<file path="src/rtl/contador_pkg.sv">
// Shared definitions for the multichannel pop counter.
// Contents:
//   MODE_WRAP / MODE_SAT  values for the SATURATE parameter
//   cnt_max()             all-ones value of a counter of the given width
//   cnt_next()            next count of one channel. The function works on
//                         32-bit values, and callers zero-extend and truncate.
package contador_pkg;

  localparam int MODE_WRAP = 0;
  localparam int MODE_SAT  = 1;

  // Largest value a w-bit counter can hold (1 <= w <= 32).
  function automatic logic [31:0] cnt_max(input int w);
    return 32'hFFFF_FFFF >> (32 - w);
  endfunction

  // Next count for one channel.
  //   clr : restart from zero before counting (clear-on-read).
  //         A pop in the same cycle then counts as the first pop.
  //   sat : hold at max instead of wrapping to zero.
  function automatic logic [31:0] cnt_next(input logic [31:0] cnt,
                                           input logic        pop,
                                           input logic        sat,
                                           input logic        clr,
                                           input logic [31:0] max);
    logic [31:0] base;
    base = clr ? 32'd0 : cnt;
    if (!pop)
      return base;
    if (base == max)
      return sat ? max : 32'd0;
    return base + 32'd1;
  endfunction

endpackage

</file>
<file path="src/rtl/contador_canal.sv">
// One counted channel: the pop counter plus its sticky overflow flag.
// Ports:
//   clk        clock; state updates on posedge
//   reset      synchronous, active-low
//   pop_i      count one pop this cycle
//   clr_all_i  zero the counter and the flag; a simultaneous pop is dropped
//   rd_clr_i   clear-on-read of this channel; a simultaneous pop is kept
//   cnt_o      current count
//   ovf_o      sticky: the counter wrapped or hit saturation
module contador_canal
  import contador_pkg::*;
#(
  parameter int CNT_W    = 5,
  parameter int SATURATE = MODE_WRAP
) (
  input  logic             clk,
  input  logic             reset,
  input  logic             pop_i,
  input  logic             clr_all_i,
  input  logic             rd_clr_i,
  output logic [CNT_W-1:0] cnt_o,
  output logic             ovf_o
);

  localparam logic [31:0] MAX = cnt_max(CNT_W);
  localparam logic        SAT = (SATURATE == MODE_SAT);

  logic [CNT_W-1:0] cnt_q, cnt_d;
  logic             ovf_q, ovf_d;
  logic [31:0]      cnt_ext;
  logic [31:0]      cnt_nxt;
  logic             unused_nxt;

  always_comb begin
    cnt_ext              = '0;
    cnt_ext[CNT_W-1:0]   = cnt_q;
    cnt_nxt              = cnt_next(cnt_ext, pop_i, SAT, rd_clr_i, MAX);
    cnt_d                = cnt_nxt[CNT_W-1:0];
    ovf_d                = ovf_q;
    if (clr_all_i) begin
      cnt_d = '0;
      ovf_d = 1'b0;
    end else if (rd_clr_i) begin
      // After clear-on-read the count restarts, so overflow history goes too.
      ovf_d = 1'b0;
    end else if (pop_i && (cnt_ext == MAX)) begin
      ovf_d = 1'b1;
    end
  end

  // Bits of cnt_nxt above CNT_W are always zero.
  assign unused_nxt = ^cnt_nxt;

  always_ff @(posedge clk) begin
    if (!reset) begin
      cnt_q <= '0;
      ovf_q <= 1'b0;
    end else begin
      cnt_q <= cnt_d;
      ovf_q <= ovf_d;
    end
  end

  assign cnt_o = cnt_q;
  assign ovf_o = ovf_q;

endmodule

</file>
<file path="src/rtl/contador_multicanal.sv">
// Parametrised per-channel pop counter with a registered req/idx read port.
// Ports:
//   clk             clock; all state updates on posedge
//   reset           synchronous, active-low (0 = reset)
//   pop[NUM_CH]     count one pop on each flagged channel
//   req, idx, IDLE  a read of channel idx happens when req & IDLE
//   clear_all       zero all counters and ovf flags
//   valid_contador  1-cycle pulse, one cycle after the read
//   contador_out    count of the channel read, taken before that cycle's pop;
//                   holds its value between reads
//   ovf[NUM_CH]     sticky overflow flag per channel
//   idx_err         pulses with valid_contador when idx >= NUM_CH
module contador_multicanal
  import contador_pkg::*;
#(
  parameter int NUM_CH        = 4,
  parameter int CNT_W         = 5,
  parameter int IDX_W         = 2,
  parameter int SATURATE      = MODE_WRAP,
  parameter int CLEAR_ON_READ = 0
) (
  input  logic              clk,
  input  logic              reset,
  input  logic [NUM_CH-1:0] pop,
  input  logic              req,
  input  logic [IDX_W-1:0]  idx,
  input  logic              IDLE,
  input  logic              clear_all,
  output logic              valid_contador,
  output logic [CNT_W-1:0]  contador_out,
  output logic [NUM_CH-1:0] ovf,
  output logic              idx_err
);

  localparam logic [IDX_W:0] NUM_CH_L = (IDX_W + 1)'(NUM_CH);

  logic              rd;
  logic              idx_ok;
  logic [NUM_CH-1:0] sel;
  logic [NUM_CH-1:0] rd_clr;
  logic [NUM_CH-1:0] ovf_w;
  logic [CNT_W-1:0]  cnt_w [NUM_CH];
  logic [CNT_W-1:0]  rd_val;

  logic              valid_q, valid_d;
  logic              idx_err_q, idx_err_d;
  logic [CNT_W-1:0]  out_q, out_d;

  // Read decode. An out-of-range idx matches no channel, so the read
  // returns 0 and no counter is touched.
  always_comb begin
    rd     = req & IDLE;
    idx_ok = ({1'b0, idx} < NUM_CH_L);
    sel    = '0;
    rd_val = '0;
    for (int i = 0; i < NUM_CH; i++) begin
      if (idx == i[IDX_W-1:0]) begin
        sel[i] = 1'b1;
        rd_val = cnt_w[i];
      end
    end
    rd_clr = ((CLEAR_ON_READ != 0) && rd) ? sel : '0;
  end

  for (genvar g = 0; g < NUM_CH; g++) begin : g_canal
    contador_canal #(
      .CNT_W    (CNT_W),
      .SATURATE (SATURATE)
    ) u_canal (
      .clk       (clk),
      .reset     (reset),
      .pop_i     (pop[g]),
      .clr_all_i (clear_all),
      .rd_clr_i  (rd_clr[g]),
      .cnt_o     (cnt_w[g]),
      .ovf_o     (ovf_w[g])
    );
  end

  always_comb begin
    valid_d   = rd;
    idx_err_d = rd & ~idx_ok;
    out_d     = rd ? rd_val : out_q;
  end

  always_ff @(posedge clk) begin
    if (!reset) begin
      valid_q   <= 1'b0;
      idx_err_q <= 1'b0;
      out_q     <= '0;
    end else begin
      valid_q   <= valid_d;
      idx_err_q <= idx_err_d;
      out_q     <= out_d;
    end
  end

  assign valid_contador = valid_q;
  assign idx_err        = idx_err_q;
  assign contador_out   = out_q;
  assign ovf            = ovf_w;

endmodule

</file>
<file path="config.mk">
export PLATFORM = sky130hd
export DESIGN_NAME = contador_multicanal
export DESIGN_NICKNAME = d
export VERILOG_FILES = /design/src/rtl/contador_pkg.sv /design/src/rtl/contador_canal.sv /design/src/rtl/contador_multicanal.sv
export SDC_FILE = /design/constraint.sdc
export NUM_CORES = 1
export LEC_CHECK = 0
export CORE_AREA = 2 2 71 99
export DETAILED_ROUTE_END_ITERATION = 12
export DIE_AREA = 0 0 73 101
export GPL_ROUTABILITY_DRIVEN = 0
export GPL_TIMING_DRIVEN = 0
export PLACE_DENSITY = 0.4
export SKIP_CTS_REPAIR_TIMING = 1
export SLEW_MARGIN = 0
export SYNTH_ARGS = -nofsm -noshare
export SYNTH_HDL_FRONTEND = slang
export SYNTH_HIERARCHICAL = 1
export SYNTH_SLANG_ARGS = --single-unit
</file>
<file path="constraint.sdc">
create_clock -name clk -period 3.2 [get_ports clk]
set_input_delay 0.64 -clock clk [delete_from_list [all_inputs] [get_ports clk]]
set_output_delay 0.64 -clock clk [all_outputs]
set_load 0.03 [all_outputs]
</file>
==> PnR_summary.wiki <==
== Run summary ==
{| class="wikitable"
! Metric !! Value
|-
| Crit path buf inv count || 1
|-
| Post-layout power || 935 µW
|-
| Global-route wire length before repair || 5.98 mm
|-
| Critical path fanouts, max || 2
|-
| Dominant register cell in the synthesized netlist || sky130_fd_sc_hd__dfxtp_1
|-
| Final worst-path cycle share || 61.7%
|-
| R2R Path Start || g_canal[0].u_canal/cnt_o[1]
|-
| Max-capacitance violation count || 0
|-
| Clock network area share || approximately 6.9%
|-
| Detail-routed net length per standard cell || ~13 µm
|-
| Complex Gates by Area || approximately 10%
|-
| Well-Tap Cells || 74
|-
| H-tree depth reported by CTS || 2
|-
| Largest net degree at the start of global routing || 11
|-
| Class of the tightest hold or removal check || flop to flop
|-
| Warnings from Yosys || 6
|-
| Total global routing overflow || 0
|-
| Cell with the most instances after synthesis || sky130_fd_sc_hd__dfxtp_1
|-
| Number of multi-input combinational cells in the layout || 145
|-
| Run status || complete, no violations
|-
| Top Layer Used || met4
|-
| Capturing element of the worst setup path || contador_out[0]
|-
| Async SR Flop Fraction || 0%
|-
| Post-detailed-route via-to-cell ratio || 4.42
|-
| Antenna violations before repair || 0
|-
| N_diodes || 0
|-
| Critical path's slowest cell || sky130_fd_sc_hd__clkdlybuf4s50_1
|-
| Setup repair after global routing missed its margin || false
|-
| Share of final-layout standard cells stronger than drive strength 1 || 12.2%
|-
| Leakage power || 0.802 nW
|-
| Remaining routing DRC violations || 0
|-
| Design Area, Final || 2050 µm²
|-
| Flip-flop count of the largest register after layout || 20
|-
| Post-synth tally of flip-flops with integrated enable || 0
|-
| Post-route worst setup slack || 1.23 ns
|-
| Period minus WS final || 1.97 ns
|-
| Width of the die || between 70 and 80 µm
|-
| Number of cells on the critical path || 1
|-
| Most congested layer reported by global routing || met2
|-
| Power density normalized to cell area || 455 nW/µm²
|-
| MI comb area || 996 µm²
|-
| Global-route met1 utilization || 11.8%
|-
| Clock buffer count from CTS || 5
|-
| Multi-input combinational area share || 48.5%
|-
| Global Route Usage Sum || 10.8%
|-
| Clock latency of the later-clocked register in the worst-skew pair || about 0.29 ns
|-
| Fraction of area in registers || 29.3%
|-
| Flip-flop and latch count after synthesis || 30
|-
| Kind of critical path || flop to primary output
|-
| Final Max Slew Viols || 0
|-
| Number of warnings in the stage logs || 26
|-
| Switching power || around 200 µW
|-
| Metal1 wirelength || 1.51 mm
|-
| Biggest Area Class || combinational gates
|-
| Sequential share of power || 40.6%
|-
| And+or+nand+nor area frac || approximately 25%
|-
| Std-Cell Rows || 35
|-
| Area growth from synthesis to final layout || 30.1%
|-
| Beginning of the worst hold path || contador_out[1]
|-
| Cells in synth_stat.txt || 158
|-
| Count of nets after finishing || ~220
|-
| Share of the core filled with cells || a little under a third
|-
| Worst Setup SP || contador_out[0]
|-
| CTS max path bufs || 2
|-
| Category of cells accounting for the largest share of critical-path delay || buffers and inverters
|-
| Arrival time at the worst endpoint || ~1.3 ns
|-
| Detailed router's first-iteration violation count || 47
|-
| Combinational share of power || under 10%
|-
| Depth of the most critical reg-to-reg path || 7
|-
| Internal power consumption || 737 µW
|-
| Register area || 601 µm²
|}
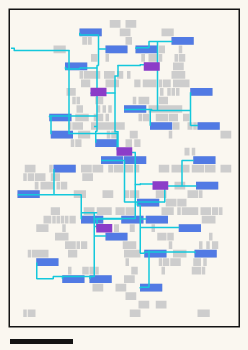
**Above:** clock wires, drivers and flops.
Scale bar: 20 µm.
purple -> clock-net drivers  # count 5
cyan -> clock wires  # length 545 µm
blue -> flip-flops  # count 30
routed clock nets = 6
flops lie = widely spread

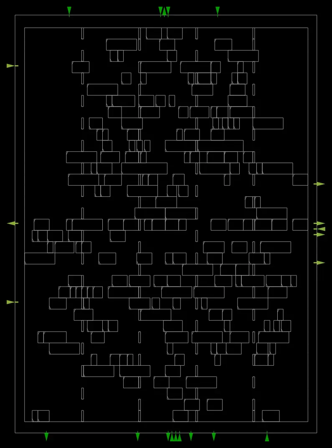
**Above:** cell outlines without signal wires.
Non-Filler Instances: 279
Core Footprint: 6530 µm²
number of fill cells in the layout: 684

No activity file was given, so power comes from the tool's default toggle rates.
